Figure 1. Cell sizes after repair (run 1).
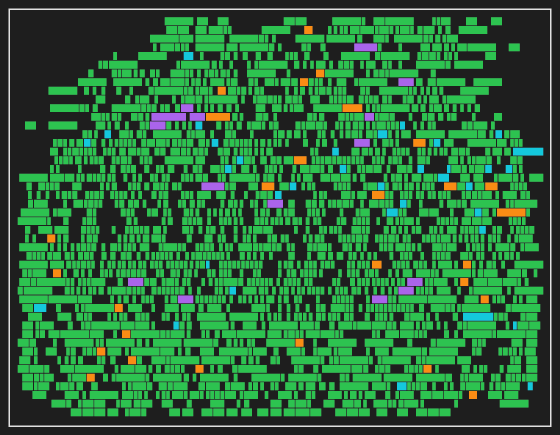
Figure 2. Congestion heat map (run 1).
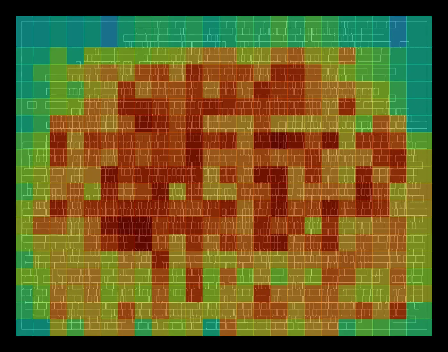
Figure 3. Wire density map (run 1).
Bar = 50 um. The die is cut into 34 by 26 equal tiles; dark blue is low, red is high, scaled to the fullest tile. Values are wire area over tile area, all layers added.
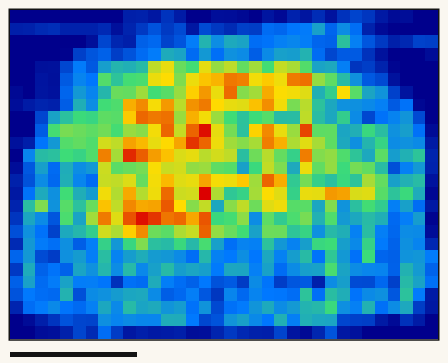
File: src/rtl/session_timeout_supervisor.sv
// Inactivity supervisor for an ATM customer session.
// Arms on card insertion and counts idle cycles, restarting the count on any
// user activity. A warning window precedes the limit. At the limit the block
// parks in EXPIRED until the host acknowledges. Every output comes straight
// from a flop, so no input has a combinational path to an output.
module session_timeout_supervisor #(
  parameter int CNT_W     = 32,
  parameter int EXP_CNT_W = 8
) (
  input  logic                 clk,
  input  logic                 rst,
  input  logic                 card_in,
  input  logic                 activity,
  input  logic                 session_end,
  input  logic                 ack,
  input  logic [CNT_W-1:0]     timeout_cycles,
  input  logic [CNT_W-1:0]     warn_cycles,
  output logic                 session_active,
  output logic                 warn,
  output logic                 expired,
  output logic                 expire_pulse,
  output logic [EXP_CNT_W-1:0] expiry_count,
  output logic [1:0]           state
);

  typedef enum logic [1:0] {
    S_IDLE    = 2'd0,
    S_ACTIVE  = 2'd1,
    S_WARN    = 2'd2,
    S_EXPIRED = 2'd3
  } state_e;

  localparam logic [CNT_W-1:0]     CNT_ONE = CNT_W'(1);
  localparam logic [EXP_CNT_W-1:0] EXP_ONE = EXP_CNT_W'(1);

  state_e               state_q, state_d;
  logic [CNT_W-1:0]     cnt_q, cnt_d;
  logic [CNT_W-1:0]     t_q, t_d;
  logic [CNT_W-1:0]     w_q, w_d;
  logic [EXP_CNT_W-1:0] exp_cnt_q, exp_cnt_d;
  logic                 pulse_q, pulse_d;
  logic                 session_active_q, session_active_d;
  logic                 warn_q, warn_d;
  logic                 expired_q, expired_d;

  // Conditions evaluated on the latched limits and the sampled counter
  logic at_limit;
  logic at_warn_point;
  logic restart_in_warn;

  // A restart lands directly in WARN when the window covers the whole limit
  always_comb begin
    at_limit        = (t_q != '0) && (cnt_q == t_q - CNT_ONE);
    at_warn_point   = (t_q != '0) && (w_q != '0) && (w_q < t_q) &&
                      (cnt_q == t_q - w_q - CNT_ONE);
    restart_in_warn = (t_q != '0) && (w_q >= t_q);
  end

  // Next state, counter and latched limits; the output flops follow state_d
  always_comb begin
    state_d   = state_q;
    cnt_d     = cnt_q;
    t_d       = t_q;
    w_d       = w_q;
    exp_cnt_d = exp_cnt_q;
    pulse_d   = 1'b0;
    unique case (state_q)
      S_IDLE: begin
        if (card_in) begin
          t_d     = timeout_cycles;
          w_d     = warn_cycles;
          cnt_d   = '0;
          state_d = ((timeout_cycles != '0) && (warn_cycles >= timeout_cycles))
                    ? S_WARN : S_ACTIVE;
        end
      end
      S_ACTIVE, S_WARN: begin
        if (session_end) begin
          state_d = S_IDLE;
          cnt_d   = '0;
        end else if (activity) begin
          cnt_d   = '0;
          state_d = restart_in_warn ? S_WARN : S_ACTIVE;
        end else if (at_limit) begin
          // Counter is held; it is cleared again on the way out of EXPIRED
          state_d = S_EXPIRED;
          pulse_d = 1'b1;
          if (exp_cnt_q != '1) exp_cnt_d = exp_cnt_q + EXP_ONE;
        end else begin
          // Saturate instead of wrapping so a disabled timeout never aliases
          if (cnt_q != '1) cnt_d = cnt_q + CNT_ONE;
          if ((state_q == S_ACTIVE) && at_warn_point) state_d = S_WARN;
        end
      end
      S_EXPIRED: begin
        if (ack) begin
          state_d = S_IDLE;
          cnt_d   = '0;
        end
      end
      default: state_d = S_IDLE;
    endcase
    session_active_d = (state_d == S_ACTIVE) || (state_d == S_WARN);
    warn_d           = (state_d == S_WARN);
    expired_d        = (state_d == S_EXPIRED);
  end

  // State, counters and registered outputs; asynchronous active-low clear
  always_ff @(posedge clk or negedge rst) begin
    if (!rst) begin
      state_q          <= S_IDLE;
      cnt_q            <= '0;
      t_q              <= '0;
      w_q              <= '0;
      exp_cnt_q        <= '0;
      pulse_q          <= 1'b0;
      session_active_q <= 1'b0;
      warn_q           <= 1'b0;
      expired_q        <= 1'b0;
    end else begin
      state_q          <= state_d;
      cnt_q            <= cnt_d;
      t_q              <= t_d;
      w_q              <= w_d;
      exp_cnt_q        <= exp_cnt_d;
      pulse_q          <= pulse_d;
      session_active_q <= session_active_d;
      warn_q           <= warn_d;
      expired_q        <= expired_d;
    end
  end

  assign state          = state_q;
  assign session_active = session_active_q;
  assign warn           = warn_q;
  assign expired        = expired_q;
  assign expire_pulse   = pulse_q;
  assign expiry_count   = exp_cnt_q;

endmodule

File: config.mk
export PLATFORM = sky130hd
export DESIGN_NAME = session_timeout_supervisor
export DESIGN_NICKNAME = d
export VERILOG_FILES = /design/src/rtl/session_timeout_supervisor.sv
export SDC_FILE = /design/constraint.sdc
export NUM_CORES = 1
export LEC_CHECK = 0
export ABC_AREA = 1
export CAP_MARGIN = 20
export CORE_AREA = 2 2 167 128
export CTS_BUF_LIST = sky130_fd_sc_hd__clkbuf_8
export CTS_CLUSTER_SIZE = 24
export DETAILED_ROUTE_END_ITERATION = 16
export DIE_AREA = 0 0 169 130
export GPL_ROUTABILITY_DRIVEN = 0
export PLACE_DENSITY = 0.8
export RECOVER_POWER = 100
export SYNTH_ARGS = -nofsm -noshare
export SYNTH_HDL_FRONTEND = slang
export SYNTH_SLANG_ARGS = --single-unit
File: constraint.sdc
create_clock -name clk -period 3.9 [get_ports clk]
set_clock_uncertainty 0.1 [all_clocks]
set_input_delay 0.39 -clock clk [delete_from_list [all_inputs] [get_ports clk]]
set_output_delay 0.39 -clock clk [all_outputs]
set_load 0.05 [all_outputs]
==> results.txt, run 1 <==
Implementation status.

- Post-CTS repair changed the size of 0 cells.
- The signal on the critical path passes through inv_1 -> ha_1 -> nand2_2 -> nor2_1 -> nand2_1 -> o21ai_0 -> nand2_1 -> nand2_1 -> nand4_1 -> or2_2 -> nor2_1 -> nand4_1 -> nor2_1 -> nand3_1 -> nand2_1 -> nand2_1.
- Looking at the setup timing report, the critical path kind is reg -> reg.
- STA lists the startpoint of the worst register-to-register path as t_q[1]$_DFFE_PN0P_.
- The top fanout value on the critical path is 6.
- Per the detail_route report, DRC violations left total 0.
- The final tally of max-slew violations is 175.
- The chip footprint is 22000 um2.
- The count of hold-fix buffers inserted at cts is 0.
- Setup slack closes at 0.246 ns.
- Summing all non-filler instances in the final layout gives an area of 13400 um2.
- After clock tree synthesis, the clock-pin slew on the worst setup and hold paths is 0.11 ns.
- The height of the die is 130 um.
- Counting flops with a built-in enable in the synthesized netlist gives 0.
- The net switching power in the latest report is 5.48 mW.
- The last timing report of the flow puts the setup violation total at 0.
- The static power due to leakage is 6.90 nW.
- The final antenna diode count is 0.
- The combinational gate area is 7850 um2.
- The maximum level of the CTS H-tree is 3.
- For the finished layout, the period the worst path requires is 3.65 ns.
- The final reports fail on max-capacitance violations, max-slew violations.
- The final cycle utilization of the critical path is 93.7%.
- The global-route wire length before repair is 62200 um.
- The number of warnings reported in the stage logs is 63.
- The floorplan-stage core utilization is 58.2%.
- The number of DRC violations after detailed-routing iteration 0 is 1841.
- The number of maximum-capacitance constraint violations is 2.
- The global-route total usage across every layer is 36.4%.
- The flow ran to the end, but the final reports show violations.
- The script reports the combined buffer and inverter count of the critical path as 1.
- The timing report gives the biggest stage delay along the critical path as 0.48 ns.
- STA classifies the critical path endpoint as a flop.
- After detailed routing, the total wire length is 39500 um.
- The cell type of the slowest stage on the worst timing path is sky130_fd_sc_hd__dfrtp_1.
- In this run, synthesis produced a sequential element count of 110.
- In the post-synthesis netlist, the biggest area contributors are sky130_fd_sc_hd__dfrtp_1 (23%), sky130_fd_sc_hd__nand2_1 (18%), sky130_fd_sc_hd__ha_1 (11%).
- Logic depth along the worst register-to-register path is recorded as 16.
- The overall overflow remaining after global route is 0.
-- Figure 1 (at the start) --
Key: cyan = x2 [cells 35, share 1.7%, most used nand2_2]; green = x1 and smaller [cells 1953, share 96%, most used nand2_1]; purple = x6 and larger [cells 15, share 0.74%, most used clkbuf_8]; orange = x3 and x4 [cells 28, share 1.4%, most used buf_4]

-- Figure 2 (at the start) --
met2 global-route usage: 56.1%
final core occ: 64.9%
met3 capacity usage during global routing: 11.0%
busiest grt layer: met2

-- Figure 3 (at the start) --
The fullest tile reaches 0.87. The emptiest ninth of the die: upper left. 7.9% of the tiles are nearly empty. The mean over all tiles is 0.31.

==> run 1: layer usage <==
metal  global-route usage (%)  vias up  share of wire, %
met5                        0        -                 0
met4                     12.9        0               3.4
met3                     11.0      105                12
met2                     56.1      736                42
met1                     49.0     5901                43
li1                         -     6322                 -
==> run 1: kinds of logic after synthesis <==
group	synth area share [%]
buffers and inverters	11.7
flip-flops	23.0
adder cells (fa/ha/maj)	11.0
multiplexers	0.0939
XOR/XNOR	6.54
AND/OR/NAND/NOR	39.0
AND-OR/OR-AND	8.66
==> run 1: layout make-up <==
| type | count | area share, % |
|---|---|---|
| multi-input combinational | 1472 | 58.7 |
| sequential | 110 | 20.6 |
| inverter | 328 | 9.21 |
| timing repair buffer | 105 | 7.42 |
| tap | 264 | 2.47 |
| clock buffer | 10 | 1.03 |
| clock inverter | 6 | 0.515 |
==> run 1: state kept, by name (all words and copies together), names as in the netlist <==
register and flops:
cnt_q 32, t_q 32, w_q 32, expiry_count 8, state 2, expire_pulse 1, expired 1, session_active 1
warn 1
==> run 1: stage by stage <==
stage	hold slack [ns]	total power, mW	cells	utilization (%)
6_report	0.354	9.58	2295	64.9
5_1_grt	0.430	10.5	2295	64.9
4_1_cts	0.0256	9.33	2295	64.8
3_5_place_dp	0.387	8.54	2279	63.8
3_3_place_gp	0.376	8.41	2279	63.8
2_1_floorplan	-0.00559	6.73	1946	-
==> run 1: worst max-delay path by stage <==
stage               slack [ns]  depth (start not counted)                     endpoint
global placement          0.33                         25     session_active$_DFF_PN0_
global route             0.009                         24     session_active$_DFF_PN0_
finish                    0.25                         16  expiry_count[5]$_DFFE_PN0P_
CTS                       0.26                         25     session_active$_DFF_PN0_
floorplan                 1.02                         25     session_active$_DFF_PN0_
detailed placement        0.29                         25     session_active$_DFF_PN0_
Figure 4. Local utilization (run 1).
Bar = 50 um. The die is cut into 17 by 13 equal tiles; dark blue is low, red is high, 0 to 100% covered.
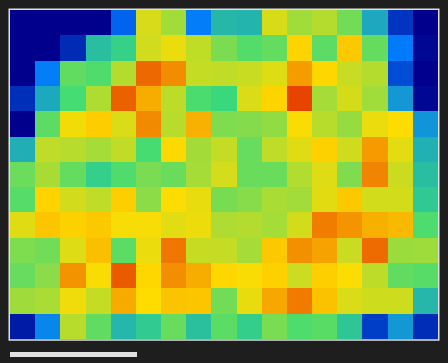

==> inputs of run 2 (changes only) <==
- CTS_BUF_LIST: sky130_fd_sc_hd__clkbuf_8 -> default
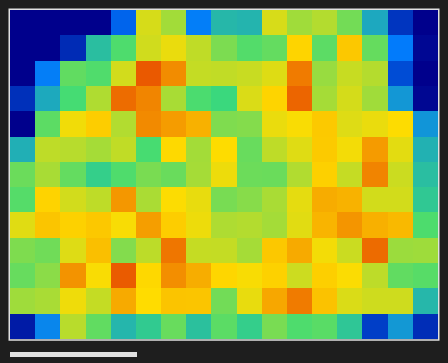
Figure 5: run 2, local utilization.
Bar = 50 um. The die is cut into 17 by 13 equal tiles; dark blue is low, red is high, 0 to 100% covered.
5.4% of the tiles are nearly empty. 23% of the tiles are over 75% full. The emptiest ninth of the die: upper left. The mean over all tiles is 60%. The fullest tile reaches 90%.

==> results.txt, run 2 <==
Implementation status.

- The static power due to leakage is 6.95 nW.
- The maximum level of the CTS H-tree is 3.
- The kind of end point of the critical path is a flop.
- The report lists the cells along the critical path as inv_1 -> ha_1 -> nand2_2 -> nor2_1 -> nand2_1 -> o21ai_0 -> nand2_1 -> nand2_1 -> nand4_1 -> or2_2 -> nor2_1 -> nand4_1 -> nor2_1 -> nand3_1 -> nand2_1 -> nand2_1.
- The layout contains a multi-input combinational cell count of 1472.
- After detailed routing, the number of remaining DRC violations is 0.
- The class of the most critical setup path is reg -> reg.
- The cell type of the slowest stage on the worst timing path is sky130_fd_sc_hd__dfrtp_1.
- The depth of the worst register-to-register path is 16.
- Per the layout area report, the combinational gate area comes to 7850 um2.
- In the floorplan report the effective utilization is 58.2%.
- Cells fill 65.3% of the core in the end.
- The top cell class by occupied area is combinational gates.
- The logic depth of the worst path, buffers included is 16.
- Counting tap cells, the placed design contains a total of 2279 instances.
- The registers reported with the highest flop counts are cnt_q: 32 flops, t_q: 32 flops, w_q: 32 flops.
- The total of flip-flops plus latches after synthesis is 110.
- In the finished design, the share of the clock period the worst path needs comes to 93.3%.
- Non-clock inverters in the final layout number 328.
- The checks that failed: max-capacitance violations, max-slew violations.
- The flow ran to the end, but the final reports show violations.
- The final critical delay including setup and external delays is 3.64 ns.
- The top fanout value on the critical path is 6.
- Counting pins that exceed their max-slew limit in the final report gives 175.
- Clock cells make up 2.29% of the layout cell area.
- The post-CTS clock slew at the launch and capture registers of the worst setup and hold paths is 0.08 ns.
- For the completed layout, the total cell area is recorded as 13500 um2.
- Hold is met by 0.393 ns.
- The final antenna diode count is 0.
- The number of ordinary and repair buffers in the finished layout is 105.
- The first global-routing pass estimated 62500 um of wire.
- The net switching power is 5.50 mW.
- For reference, the top cells by area after synthesis are sky130_fd_sc_hd__dfrtp_1 (23%), sky130_fd_sc_hd__nand2_1 (18%), sky130_fd_sc_hd__ha_1 (11%).
- The fraction of cell area in multi-input combinational cells is reported as 58.3%.
- The height of the die is 130 um.
- Post-CTS repair changed the size of 0 cells.
- Summing over the stages, the warning tally comes to 63.
- For reference, the critical path is captured by expiry_count[5]$_DFFE_PN0P_.
- The biggest cell delay along the critical path is 0.46 ns.
- In the final layout, non-clock buffers account for 7.37% of the cell area.
- In the finished design the tool counted flip-flops and latches totalling 110.
- Setup slack on the critical path of the routed design comes to 0.261 ns.
- Global routing used 36.6% of the available tracks.
- The number of maximum-capacitance constraint violations is 2.
- Summed over all layers, the global routing overflow is 0.
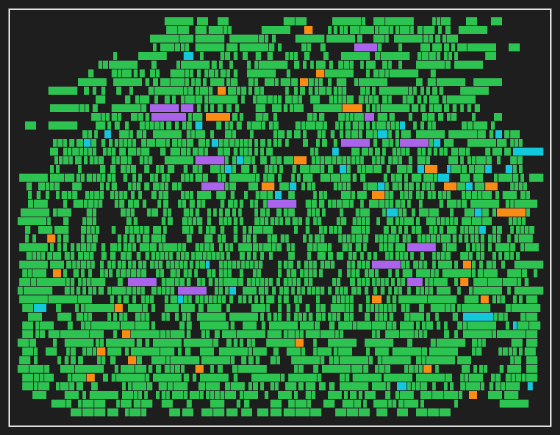
Figure 6: run 2, cell sizes after repair.
Key: cyan = x2 [cells 34, share 1.7%]; purple = x6 and larger [cells 15, share 0.74%, most used clkbuf_16]; orange = x3 and x4 [cells 28, share 1.4%, most used buf_4]; green = x1 and smaller [cells 1954, share 96%, most used nand2_1]

==> run 2: cell count changes in the layout (fill, tap and decap cells not counted) <==
| cell | change |
|---|---|
| sky130_fd_sc_hd__clkbuf_16 | +9 |
| sky130_fd_sc_hd__clkbuf_8 | -9 |
| sky130_fd_sc_hd__nand2_1 | +1 |
| sky130_fd_sc_hd__nand2_2 | -1 |
==> run 2: how the worst min path moves through the flow <==
stage                                      from                           to  slack, ns  depth (start not counted)
CTS                                         rst           t_q[1]$_DFFE_PN0P_       0.09                          1
detailed placement           w_q[0]$_DFFE_PN0P_           w_q[0]$_DFFE_PN0P_       0.39                          2
floorplan                                   rst         cnt_q[0]$_DFFE_PN0P_     -0.006                          0
global route        expiry_count[5]$_DFFE_PN0P_  expiry_count[5]$_DFFE_PN0P_       0.42                          2
global placement             w_q[0]$_DFFE_PN0P_           w_q[0]$_DFFE_PN0P_       0.38                          2
finish              expiry_count[6]$_DFFE_PN0P_  expiry_count[6]$_DFFE_PN0P_       0.39                          1
==> run 2: metal layers <==
metal / GRT usage (%) / vias to the layer above / part of all wire [%] / routed length, um
met3: 11.6 / 106 / 13 / 5160
met5: 0 / - / 0 / 0
met4: 11.8 / 0 / 3.4 / 1350
li1: - / 6326 / - / -
met1: 49.2 / 5884 / 42 / 16700
met2: 56.5 / 743 / 41 / 16400
==> run 2: logic make-up (layout without fill, tap and decap cells) <==
logic type	after synthesis	in the layout	share of synthesized area, %
AND/OR/NAND/NOR	1084	1084	39.0
buffers and inverters	364	449	11.7
AND-OR/OR-AND	194	194	8.66
flip-flops	110	110	23.0
adder cells (fa/ha/maj)	105	105	11.0
XOR/XNOR	88	88	6.54
multiplexers	1	1	0.0939
No activity file was given, so power comes from the tool's default toggle rates.
